`src/rtl/mips_cpu_pkg.sv`:
```
// rtl/mips_cpu_pkg.sv - shared types and constants for the MIPS CPU data-memory bridge
package mips_cpu_pkg;

    typedef enum logic [1:0] {
        IDLE  = 2'd0,
        BUS   = 2'd1,
        DONE  = 2'd2,
        FAULT = 2'd3
    } dmem_state_t;

    localparam logic [3:0] DMEM_BYTEENABLE_ALL = 4'hF;

endpackage

```
`src/rtl/mips_cpu_dmem_bridge.sv`:
```
// rtl/mips_cpu_dmem_bridge.sv - stalls the CPU while a registered Avalon-MM style access completes
module mips_cpu_dmem_bridge
    import mips_cpu_pkg::*;
#(
    parameter int TIMEOUT = 256
) (
    input  logic        clk,
    input  logic        reset,
    input  logic        ext_clk_enable,
    input  logic        cpu_active,
    input  logic [31:0] cpu_address,
    input  logic        cpu_read,
    input  logic        cpu_write,
    input  logic [31:0] cpu_writedata,
    output logic [31:0] cpu_readdata,
    output logic        cpu_clk_enable,
    output logic [31:0] avm_address,
    output logic        avm_read,
    output logic        avm_write,
    output logic [31:0] avm_writedata,
    output logic [3:0]  avm_byteenable,
    input  logic [31:0] avm_readdata,
    input  logic        avm_waitrequest,
    output logic        err,
    output logic [31:0] stall_count
);

    localparam logic [31:0] TIMEOUT_LIMIT = 32'(TIMEOUT);

    dmem_state_t state;
    logic        dir_write;
    logic [31:0] rdata_q;
    logic [31:0] wait_cnt;
    logic        cpu_req;
    logic        internal_enable;

    assign cpu_req        = cpu_active & (cpu_read | cpu_write);
    assign avm_byteenable = DMEM_BYTEENABLE_ALL;
    assign cpu_readdata   = rdata_q;
    assign cpu_clk_enable = ext_clk_enable & internal_enable;

    // The CPU only runs when no access is pending or the finished result is on offer.
    always_comb begin
        internal_enable = 1'b0;
        case (state)
            IDLE:    internal_enable = ~cpu_req;
            BUS:     internal_enable = 1'b0;
            DONE:    internal_enable = 1'b1;
            FAULT:   internal_enable = 1'b0;
            default: internal_enable = 1'b0;
        endcase
    end

    // Access sequencer: latch the request, hold the strobe until the bus accepts, then hand the result back.
    always_ff @(posedge clk or negedge reset) begin
        if (!reset) begin
            state         <= IDLE;
            dir_write     <= 1'b0;
            avm_address   <= 32'h0;
            avm_writedata <= 32'h0;
            avm_read      <= 1'b0;
            avm_write     <= 1'b0;
            rdata_q       <= 32'h0;
            wait_cnt      <= 32'h0;
            err           <= 1'b0;
        end else begin
            case (state)
                IDLE: begin
                    if (cpu_req) begin
                        // A simultaneous read+write resolves to a write; both it and a
                        // misaligned address are flagged but still carried out.
                        avm_address   <= {cpu_address[31:2], 2'b00};
                        avm_writedata <= cpu_writedata;
                        dir_write     <= cpu_write;
                        avm_write     <= cpu_write;
                        avm_read      <= ~cpu_write;
                        wait_cnt      <= 32'h0;
                        state         <= BUS;
                        if ((cpu_read & cpu_write) || (cpu_address[1:0] != 2'b00)) begin
                            err <= 1'b1;
                        end
                    end
                end
                BUS: begin
                    if (!avm_waitrequest) begin
                        if (!dir_write) begin
                            rdata_q <= avm_readdata;
                        end
                        avm_read  <= 1'b0;
                        avm_write <= 1'b0;
                        state     <= DONE;
                    end else if (wait_cnt + 32'd1 >= TIMEOUT_LIMIT) begin
                        avm_read  <= 1'b0;
                        avm_write <= 1'b0;
                        err       <= 1'b1;
                        state     <= FAULT;
                    end else begin
                        wait_cnt <= wait_cnt + 32'd1;
                    end
                end
                DONE: begin
                    // Leave only once the CPU has actually been clocked with the result.
                    if (ext_clk_enable) begin
                        state <= IDLE;
                    end
                end
                FAULT: begin
                    avm_read  <= 1'b0;
                    avm_write <= 1'b0;
                end
                default: state <= FAULT;
            endcase
        end
    end

    // Counts cycles the CPU would have run but was held back by this bridge; saturates.
    always_ff @(posedge clk or negedge reset) begin
        if (!reset) begin
            stall_count <= 32'h0;
        end else if (ext_clk_enable && !internal_enable && (stall_count != 32'hFFFF_FFFF)) begin
            stall_count <= stall_count + 32'd1;
        end
    end

endmodule

```
`config.mk`:
```
export PLATFORM = sky130hd
export DESIGN_NAME = mips_cpu_dmem_bridge
export DESIGN_NICKNAME = d
export VERILOG_FILES = /design/src/rtl/mips_cpu_pkg.sv /design/src/rtl/mips_cpu_dmem_bridge.sv
export SDC_FILE = /design/constraint.sdc
export NUM_CORES = 1
export LEC_CHECK = 0
export CORE_UTILIZATION = 42
export CTS_BUF_LIST = sky130_fd_sc_hd__clkbuf_4 sky130_fd_sc_hd__clkbuf_8
export DETAILED_ROUTE_END_ITERATION = 12
export GPL_TIMING_DRIVEN = 1
export MAX_ROUTING_LAYER = met4
export PLACE_DENSITY_LB_ADDON = 0.12
export SYNTH_ARGS = -nofsm -noshare
export SYNTH_HDL_FRONTEND = slang
export SYNTH_SLANG_ARGS = --single-unit
```
`constraint.sdc`:
```
create_clock -name clk -period 3.8 [get_ports clk]
set_clock_uncertainty 0.2 [all_clocks]
set_input_delay 0.38 -clock clk [delete_from_list [all_inputs] [get_ports clk]]
set_output_delay 0.38 -clock clk [all_outputs]
set_load 0.02 [all_outputs]
```
==> results_dict.tcl <==
# place-and-route summary
set metrics [dict create \
    cts.sinks 164 \
    antenna_found_initial 0 \
    area_growth_pct 41.6 \
    wl_met2_mm 9.18 \
    worst_pin_slew_ns 0.771 \
    cp-start-kind "flop" \
    nFillCells 1411 \
    synth_area_mm2 0.00713 \
    grt.overflow.total 0 \
    die_x_um 132 \
    cellInternalPower_mw 4.23 \
    finalCritPeriodShare_pct 87.1 \
    final.setup.tns_ns 0 \
    dp_hpwl_mm 13.1 \
    met3WireLength_um 939 \
    die-area_mm2 0.0175 \
    switching_share_pct 36.8 \
    outcome "finished, final reports clean" \
    worstHoldPathType "primary input to flop" \
    worstPathArrival_ns 3.44 \
    rsz0062_at_grt "false" \
    critPathMaxFanout 25 \
    cts.path.max_buffers 2 \
    post_cts.repair.setup_buffers 0 \
    cts.clk_slew.worst_paths_ns 0.09 \
    warnings 26 \
    final_layout_size_suffix_gt1_share_pct 11.5 \
    antenna_left 0 \
    synth_seq_share_pct 57.6 \
    ys_sh_xor_pct 4.30 \
    ctsRootBufferMaster "clkbuf_8" \
    peakVddDrop_mv 0.488 \
    yosys_warnings 0 \
    cts_resized 0 \
    fmax_mhz 302 \
    final_hold_viol_count 0 \
    p_leak_nw 4.64 \
    power.share.clock_pct 19.0 \
    comb_power_share_pct 41.7 \
    grt_first_pass_wirelength_mm 30.1 \
    grt_max_degree 97 \
    place_area_mm2 0.00968 \
    synthCells 685 \
    power_frac_seq_pct 39.3 \
    topCombFamilyByArea "simple AND/OR/NAND/NOR gates" \
    cts_tree "done" \
]
-- power by group through the flow --
| stage | registers (mW) | logic [mW] | clock network, mW |
|---|---|---|---|
| 6_report | 2.63 | 2.79 | 1.27 |
| 4_1_cts | 2.64 | 2.83 | 1.32 |
| 3_5_place_dp | 2.66 | 2.83 | 0 |
| 2_1_floorplan | 3.24 | 0.770 | 0 |
| 3_3_place_gp | 2.63 | 2.78 | 0 |
| 5_1_grt | 2.71 | 2.99 | 1.38 |
-- layout by cell type, fill, tap and decap left out, types with 7 or more instances in the layout --
cell	Yosys	routed
clkdlybuf4s50_1	0	231
nand2_1	218	218
dfrtp_1	164	164
mux2_2	33	33
nand3_1	22	22
nor2_1	18	18
and2_1	18	18
xnor2_1	18	18
clkbuf_8	0	18
xor2_1	17	17
nor3_1	18	16
inv_1	13	13
nand4_1	10	10
and3_1	9	9
buf_4	6	8
o21ai_0	7	7
a21oi_1	7	7
-- metal layers --
layer	track usage, %	vias to the layer above
li1	-	2755
met1	26.4	2819
met2	37.2	178
met3	5.69	42
met4	9.07	0
met5	-	-
-- area by class of cell --
type / count / area (um^2) / share of cell area (%)
clock inverter: 13 / 149 / 1.48
tap: 220 / 275 / 2.73
inverter: 13 / 48.8 / 0.484
clock buffer: 18 / 248 / 2.46
timing repair buffer: 242 / 2410 / 23.9
multi-input combinational: 483 / 2850 / 28.3
sequential: 164 / 4100 / 40.7
-- cells in the mapped netlist (all sizes together) (3+ instances only) --
cell	number	share of area, %
a211o	4	0.56
a21oi	7	0.49
a31oi	4	0.35
and2	23	2.1
and3	10	0.90
and4	6	0.74
buf	8	0.95
clkbuf	21	1.1
dfrtp	164	58
inv	13	0.68
mux2	34	5.4
nand2	218	11
nand3	24	1.8
nand4	13	1.5
nor2	19	1.1
nor3	20	1.6
nor3b	5	0.53
nor4	8	1.2
o211ai	3	0.39
o21ai	7	0.49
or3	3	0.26
xnor2	18	2.2
xor2	17	2.1
-- through the flow --
stage	utilization, %	hold slack [ns]	worst slack [ns]	cells	power [mW]
after floorplan	-	-0.116	0.789	689	4.01
after global placement	58.4	0.220	0.690	1121	5.41
after detailed placement	58.4	0.230	0.477	1121	5.49
after CTS	60.8	0.213	0.480	1153	6.79
after global routing	60.8	0.228	0.268	1153	7.07
final	60.8	0.248	0.490	1153	6.70
-- sequential cells by signal, summed over array words and instances, names as in the netlist --
signal and count:
dir_write 1, avm_address 30, avm_write 1, avm_read 1, err 1, state 2, avm_writedata 32, wait_cnt 32
cpu_readdata 32, stall_count 32
-- final timing paths --
path	startpoint	end	slack, ns	cells past startpoint
max reg2reg	wait_cnt[10]	wait_cnt[2]	0.49	8
min in group asynchronous	reset	wait_cnt[16]	0.29	2
min	cpu_writedata[25]	avm_writedata[25]	0.25	3
max	wait_cnt[10]	wait_cnt[2]	0.49	8
min reg2reg	err	err	0.26	2
max in group asynchronous	reset	stall_count[31]	2.20	3
-- worst max-delay path, stage by stage (launching register included) --
cell and delay (ns):
dfrtp_1 0.46, nand2_1 0.17, or4_1 0.63, nor3_1 0.32, mux2i_1 0.29, o211ai_2 0.16, nor4_4 0.38, nor2_4 0.17
a221o_1 0.42
Fig. 1: cell outlines without signal wires
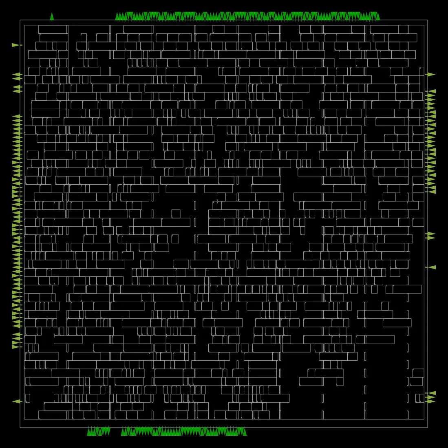
flop share of the area: 40.7%
Tap Cells: 220

Fig. 2: clock network drawn from the DEF
The bar under the picture is 50 um long.
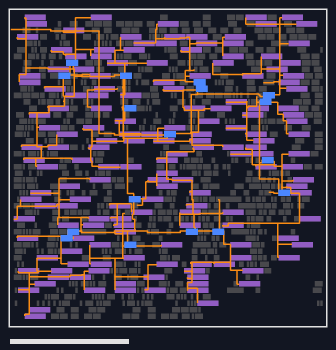
[clock wires] orange | length: 1950 um
[clock-net drivers] blue | count: 17
[flip-flops] purple | count: 164
flops lie: widely spread
routed clock nets: 18

Fig. 3: M2 wires
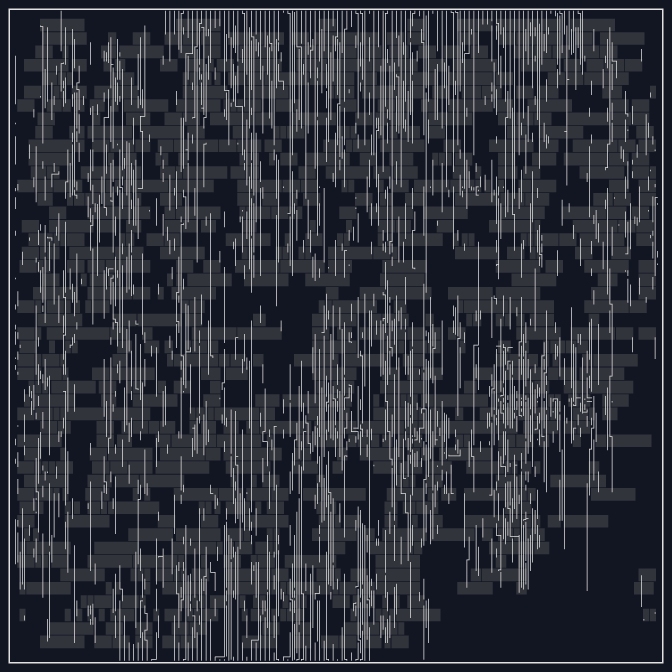
main direction: vertical
wire length on this layer: 9180 um
share of all routed wire: 50%
total number of vias: 5794
met2 Usage GRT: 37.2%
routed wire length: 18.3 mm

Fig. 4: logic cells by family
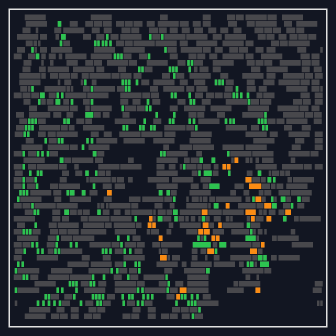
[aoi and oai cells] orange | cells: 31
[nand cells] green | cells: 258 | most used: nand2_1 | where: widely spread

Fig. 5: placement by cell class
The bar under the picture is 50 um long.
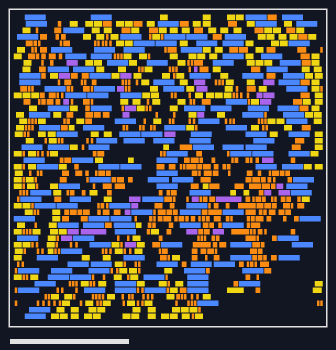
[remaining buffers and delay cells] yellow | cells: 242 | share of their area: 25%
[registers] blue | cells: 164 | share of their area: 42%
[remaining logic cells] orange | cells: 496 | share of their area: 30%
[clock drivers and dummy loads] purple | cells: 31 | share of their area: 4.0%
share of the core filled with cells: 60.8%
core area: 0.0166 mm^2

No activity file was given, so power comes from the tool's default toggle rates.
